==> src/rtl/seg_pkg.sv <==
// Shared seven-segment definitions: segment bit positions, dark code and hex glyph table.
package seg_pkg;

  localparam logic [7:0] SEG_DARK = 8'h00;

  localparam int unsigned SEG_A  = 0;
  localparam int unsigned SEG_B  = 1;
  localparam int unsigned SEG_C  = 2;
  localparam int unsigned SEG_D  = 3;
  localparam int unsigned SEG_E  = 4;
  localparam int unsigned SEG_F  = 5;
  localparam int unsigned SEG_G  = 6;
  localparam int unsigned SEG_DP = 7;

  // Bit order {g,f,e,d,c,b,a}, active-high
  localparam logic [6:0] HEX7_TABLE [16] = '{
    7'h3F, 7'h06, 7'h5B, 7'h4F, 7'h66, 7'h6D, 7'h7D, 7'h07,
    7'h7F, 7'h6F, 7'h77, 7'h7C, 7'h39, 7'h5E, 7'h79, 7'h71
  };

  function automatic logic [6:0] hex7(input logic [3:0] value);
    return HEX7_TABLE[value];
  endfunction

endpackage

==> src/rtl/seg_hex_decoder.sv <==
// Combinational 4-bit hex to 7-segment {g..a} decoder.
module seg_hex_decoder
  import seg_pkg::*;
(
  input  logic [3:0] value_i,
  output logic [6:0] seg_o
);

  always_comb begin
    seg_o = hex7(value_i);
  end

endmodule

==> src/rtl/led_seg_scanner_n.sv <==
// Multiplexed DIGITS-wide hex display scanner with PWM brightness and frame-coherent shadows.
// Optional per-digit blink is built only when SEG_BLINK_EN is defined.
module led_seg_scanner_n
  import seg_pkg::*;
#(
  parameter int unsigned DIGITS   = 8,
  parameter int unsigned CLK_FREQ = 1000000,
  parameter int unsigned SCAN_HZ  = 2000,
  parameter int unsigned BLINK_HZ = 2
) (
  input  logic                  clk,
  input  logic                  rst,
  input  logic [4*DIGITS-1:0]   digits,
  input  logic [DIGITS-1:0]     digit_en,
  input  logic [DIGITS-1:0]     dp,
  input  logic [DIGITS-1:0]     blink,
  input  logic [2:0]            brightness,
  output logic [7:0]            seg_data,
  output logic [DIGITS-1:0]     seg_sel
);

  localparam int unsigned SLOT     = CLK_FREQ / SCAN_HZ;
  localparam int unsigned CntW     = $clog2(SLOT);
  localparam int unsigned IdxW     = (DIGITS > 1) ? $clog2(DIGITS) : 1;
  localparam int unsigned DutyStep = SLOT / 8;

  logic [CntW-1:0]         slot_cnt_q;
  logic [IdxW-1:0]         idx_q;
  logic [2:0]              bright_q;
  logic                    first_q;
  logic [DIGITS-1:0][3:0]  val_q;
  logic [DIGITS-1:0]       en_q;
  logic [DIGITS-1:0]       dp_q;
  logic [DIGITS-1:0]       seg_sel_q;
  logic [7:0]              seg_data_q;

  logic                    slot_wrap;
  logic                    frame_wrap;
  logic                    load_shadow;
  logic                    in_duty;
  logic                    blank;
  logic                    lit;
  logic [6:0]              seg_hex;
  logic [7:0]              seg_data_d;
  logic [DIGITS-1:0]       seg_sel_d;

  always_comb begin
    slot_wrap   = (slot_cnt_q == CntW'(SLOT - 1));
    frame_wrap  = slot_wrap && (idx_q == IdxW'(DIGITS - 1));
    // Shadows also load on the first post-reset cycle so the first frame is not blank data
    load_shadow = frame_wrap || first_q;
    in_duty     = (32'(slot_cnt_q) < (32'(bright_q) + 32'd1) * DutyStep);
  end

`ifdef SEG_BLINK_EN
  localparam int unsigned HALF   = CLK_FREQ / (2 * BLINK_HZ);
  localparam int unsigned BlinkW = (HALF > 1) ? $clog2(HALF) : 1;

  logic [BlinkW-1:0] blink_cnt_q;
  logic              blink_on_q;
  logic [DIGITS-1:0] blink_q;

  always_ff @(posedge clk) begin
    if (rst) begin
      blink_cnt_q <= '0;
      blink_on_q  <= 1'b1;
      blink_q     <= '0;
    end else begin
      if (blink_cnt_q == BlinkW'(HALF - 1)) begin
        blink_cnt_q <= '0;
        blink_on_q  <= ~blink_on_q;
      end else begin
        blink_cnt_q <= blink_cnt_q + BlinkW'(1);
      end
      if (load_shadow) begin
        blink_q <= blink;
      end
    end
  end

  assign blank = blink_q[idx_q] && !blink_on_q;
`else
  logic unused_blink;
  assign unused_blink = ^blink ^ BLINK_HZ[0];
  assign blank        = 1'b0;
`endif

  seg_hex_decoder u_hex (
    .value_i (val_q[idx_q]),
    .seg_o   (seg_hex)
  );

  always_comb begin
    lit        = en_q[idx_q] && in_duty && !blank;
    seg_data_d = SEG_DARK;
    if (lit) begin
      seg_data_d[SEG_G:SEG_A] = seg_hex;
      seg_data_d[SEG_DP]      = dp_q[idx_q];
    end
    for (int unsigned i = 0; i < DIGITS; i++) begin
      seg_sel_d[i] = !(lit && (idx_q == IdxW'(i)));
    end
  end

  always_ff @(posedge clk) begin
    if (rst) begin
      slot_cnt_q <= '0;
      idx_q      <= '0;
      bright_q   <= '0;
      first_q    <= 1'b1;
      val_q      <= '0;
      en_q       <= '0;
      dp_q       <= '0;
      seg_sel_q  <= '1;
      seg_data_q <= SEG_DARK;
    end else begin
      slot_cnt_q <= slot_wrap ? '0 : slot_cnt_q + CntW'(1);
      if (slot_wrap) begin
        idx_q <= (idx_q == IdxW'(DIGITS - 1)) ? '0 : idx_q + IdxW'(1);
      end
      // Slot 0 is always inside the duty window, so the stale level there is harmless
      if (slot_cnt_q == '0) begin
        bright_q <= brightness;
      end
      first_q <= 1'b0;
      if (load_shadow) begin
        val_q <= digits;
        en_q  <= digit_en;
        dp_q  <= dp;
      end
      seg_sel_q  <= seg_sel_d;
      seg_data_q <= seg_data_d;
    end
  end

  assign seg_sel  = seg_sel_q;
  assign seg_data = seg_data_q;

endmodule

==> config.mk <==
export PLATFORM = sky130hd
export DESIGN_NAME = led_seg_scanner_n
export DESIGN_NICKNAME = d
export VERILOG_FILES = /design/src/rtl/seg_pkg.sv /design/src/rtl/seg_hex_decoder.sv /design/src/rtl/led_seg_scanner_n.sv
export SDC_FILE = /design/constraint.sdc
export NUM_CORES = 1
export LEC_CHECK = 0
export CAP_MARGIN = 0
export CORE_UTILIZATION = 47
export CTS_CLUSTER_SIZE = 10
export DETAILED_ROUTE_END_ITERATION = 8
export GPL_ROUTABILITY_DRIVEN = 0
export MAX_ROUTING_LAYER = met4
export PLACE_DENSITY = 0.81
export REMOVE_ABC_BUFFERS = 1
export SYNTH_ARGS = -nofsm -noshare
export SYNTH_HDL_FRONTEND = slang
export SYNTH_SLANG_ARGS = --single-unit
==> constraint.sdc <==
create_clock -name clk -period 4.45 [get_ports clk]
set_clock_uncertainty 0.2 [all_clocks]
set_input_delay 0.6675 -clock clk [delete_from_list [all_inputs] [get_ports clk]]
set_output_delay 0.6675 -clock clk [all_outputs]
set_load 0.01 [all_outputs]
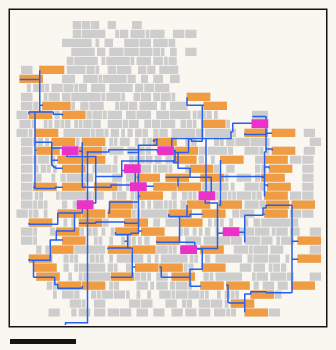
Figure 1: clock distribution.
Scale bar: 20 µm.
[cells driving clock nets] magenta | count: 9
[clock wires] blue | length: 856 µm
[flip-flops] orange | count: 80
routed clock nets: 10
Clock power frac: 29.0%
clock group power: 492 µW
clk latency late pin: 0.34 ns

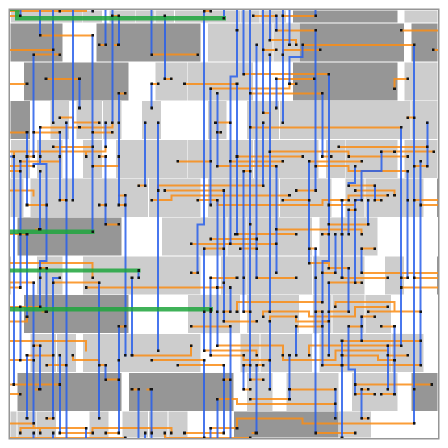
Figure 2: a small window of the routed layout.
Window x 57 to 87, y 9 to 39 µm. Cells in gray, sequential cells in the stronger gray; small squares are vias.
[met3] green
[met2] blue
[met1] orange
most frequent: nand2_1 (14), dfxtp_1 (10), ha_1 (7)
netlist names of flops here include: val_q (7), seg_data (2)
cells with their middle in the window: 70
sequential cells in the window: 10

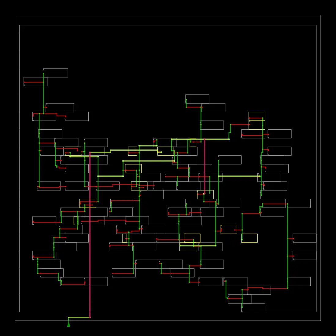
Figure 3: clock wiring as the flow saved it.
TritonCTS buffer count: 9
seq_cells: 80

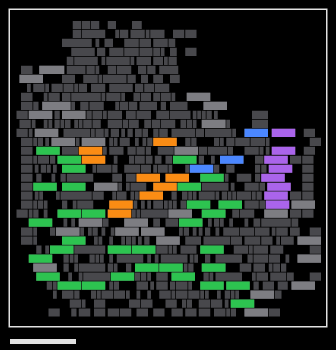
Figure 4: sequential cells colored by netlist name.
Scale bar: 20 µm. Other sequential cells in the stronger gray, the rest of the logic in the fainter gray.
[seg_sel] purple | sequential cells: 8 | where: right middle
[val_q] green | sequential cells: 32
[idx_q] blue | sequential cells: 3
[slot_cnt_q] orange | sequential cells: 9 | where: middle
not colored: 28
Seq. cell area: 0.00161 mm²
Core Util, Final: 63.5%
power in sequential cells: 767 µW
Seq/total area: 30.3%

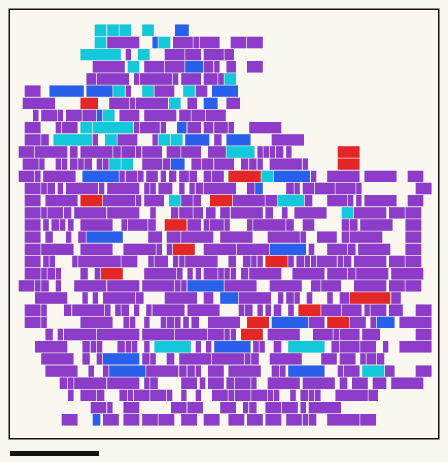
Figure 5: cell sizes after repair.
Scale bar: 20 µm.
[drive 3 to 4] cyan | cells: 31 | share: 5.8%
[drive 1 or less] purple | cells: 467 | share: 87%
[drive 2] blue | cells: 26 | share: 4.8%
[drive 6 and up] red | cells: 15 | share: 2.8%

==> results.toml <==
# synthesis and place-and-route metrics
[run]
drv_cap = 0

[routing]
drc = 0
wire_per_inst_um = 13.9
drt_first_pass_iters = 4
vias = 3391
met2_wirelength_um = 4660

[yosys]
yosys_area_mm2 = 0.00412
ys_types = 54
syn_inst = 454
top_cell_area_share_pct = 38.8
synth.most_common_cell = "nand2_1"
enable_flop_cells = 0
synth_area_per_cell_um2 = 9.08
ys_seq_share_pct = 38.8
yosysWarnings = 0

[place]
hpwl_um = 6330
placed_area_mm2 = 0.00498
place_ws_ns = -0.238

[layout]
fin_cells = 644
multi_input_comb_cells = 325
buf_share_pct = 16.9
mostFrequentLayoutCells = "111 x nand2_1, 78 x dfxtp_1, 67 x clkdlybuf4s50_1, 55 x a21oi_1, 32 x ha_1"
largest-register = "val_q"
fin_area_mm2 = 0.00530

[sta]
postLayoutSetupSlackWorst_ns = -0.0223
max_freq_mhz = 224
period_used_pct = 101
rsz0062_at_grt = "yes"
setup_viol = 10
period_needed_ns = 4.47

[grt]
track_usage_pct = 21.6
antenna_found_initial = 0
grt_pass1_vias = 3260
top_usage_layer = "met2"
met2_usage_pct = 38.0

[floorplanning]
io_pins = 77
dieWidth_um = 95.7
fp.dieH_um = 95.7

[critical_path]
setup.worst_path.start = "bright_q[0]"
r2r_setup_slack_ns = -0.02
crit_fanout = 8
reg2reg_from = "bright_q[0]"
cpMaxStageDelayCell = "fa_1"
cp_top_family = "adder cells"

[outcome]
violations = "negative setup slack"
status = "finished, violations left"

[hold_path]
worstHoldStart = "val_q[6]"
hp-class = "reg2reg"

[clock_network]
path_clk_slew_ns = 0.08

[pwr]
seq_power_share_pct = 45.2
internal-power_uw = 1230
p_sw_share_pct = 27.3
Power is estimated from default activity; no workload was simulated.
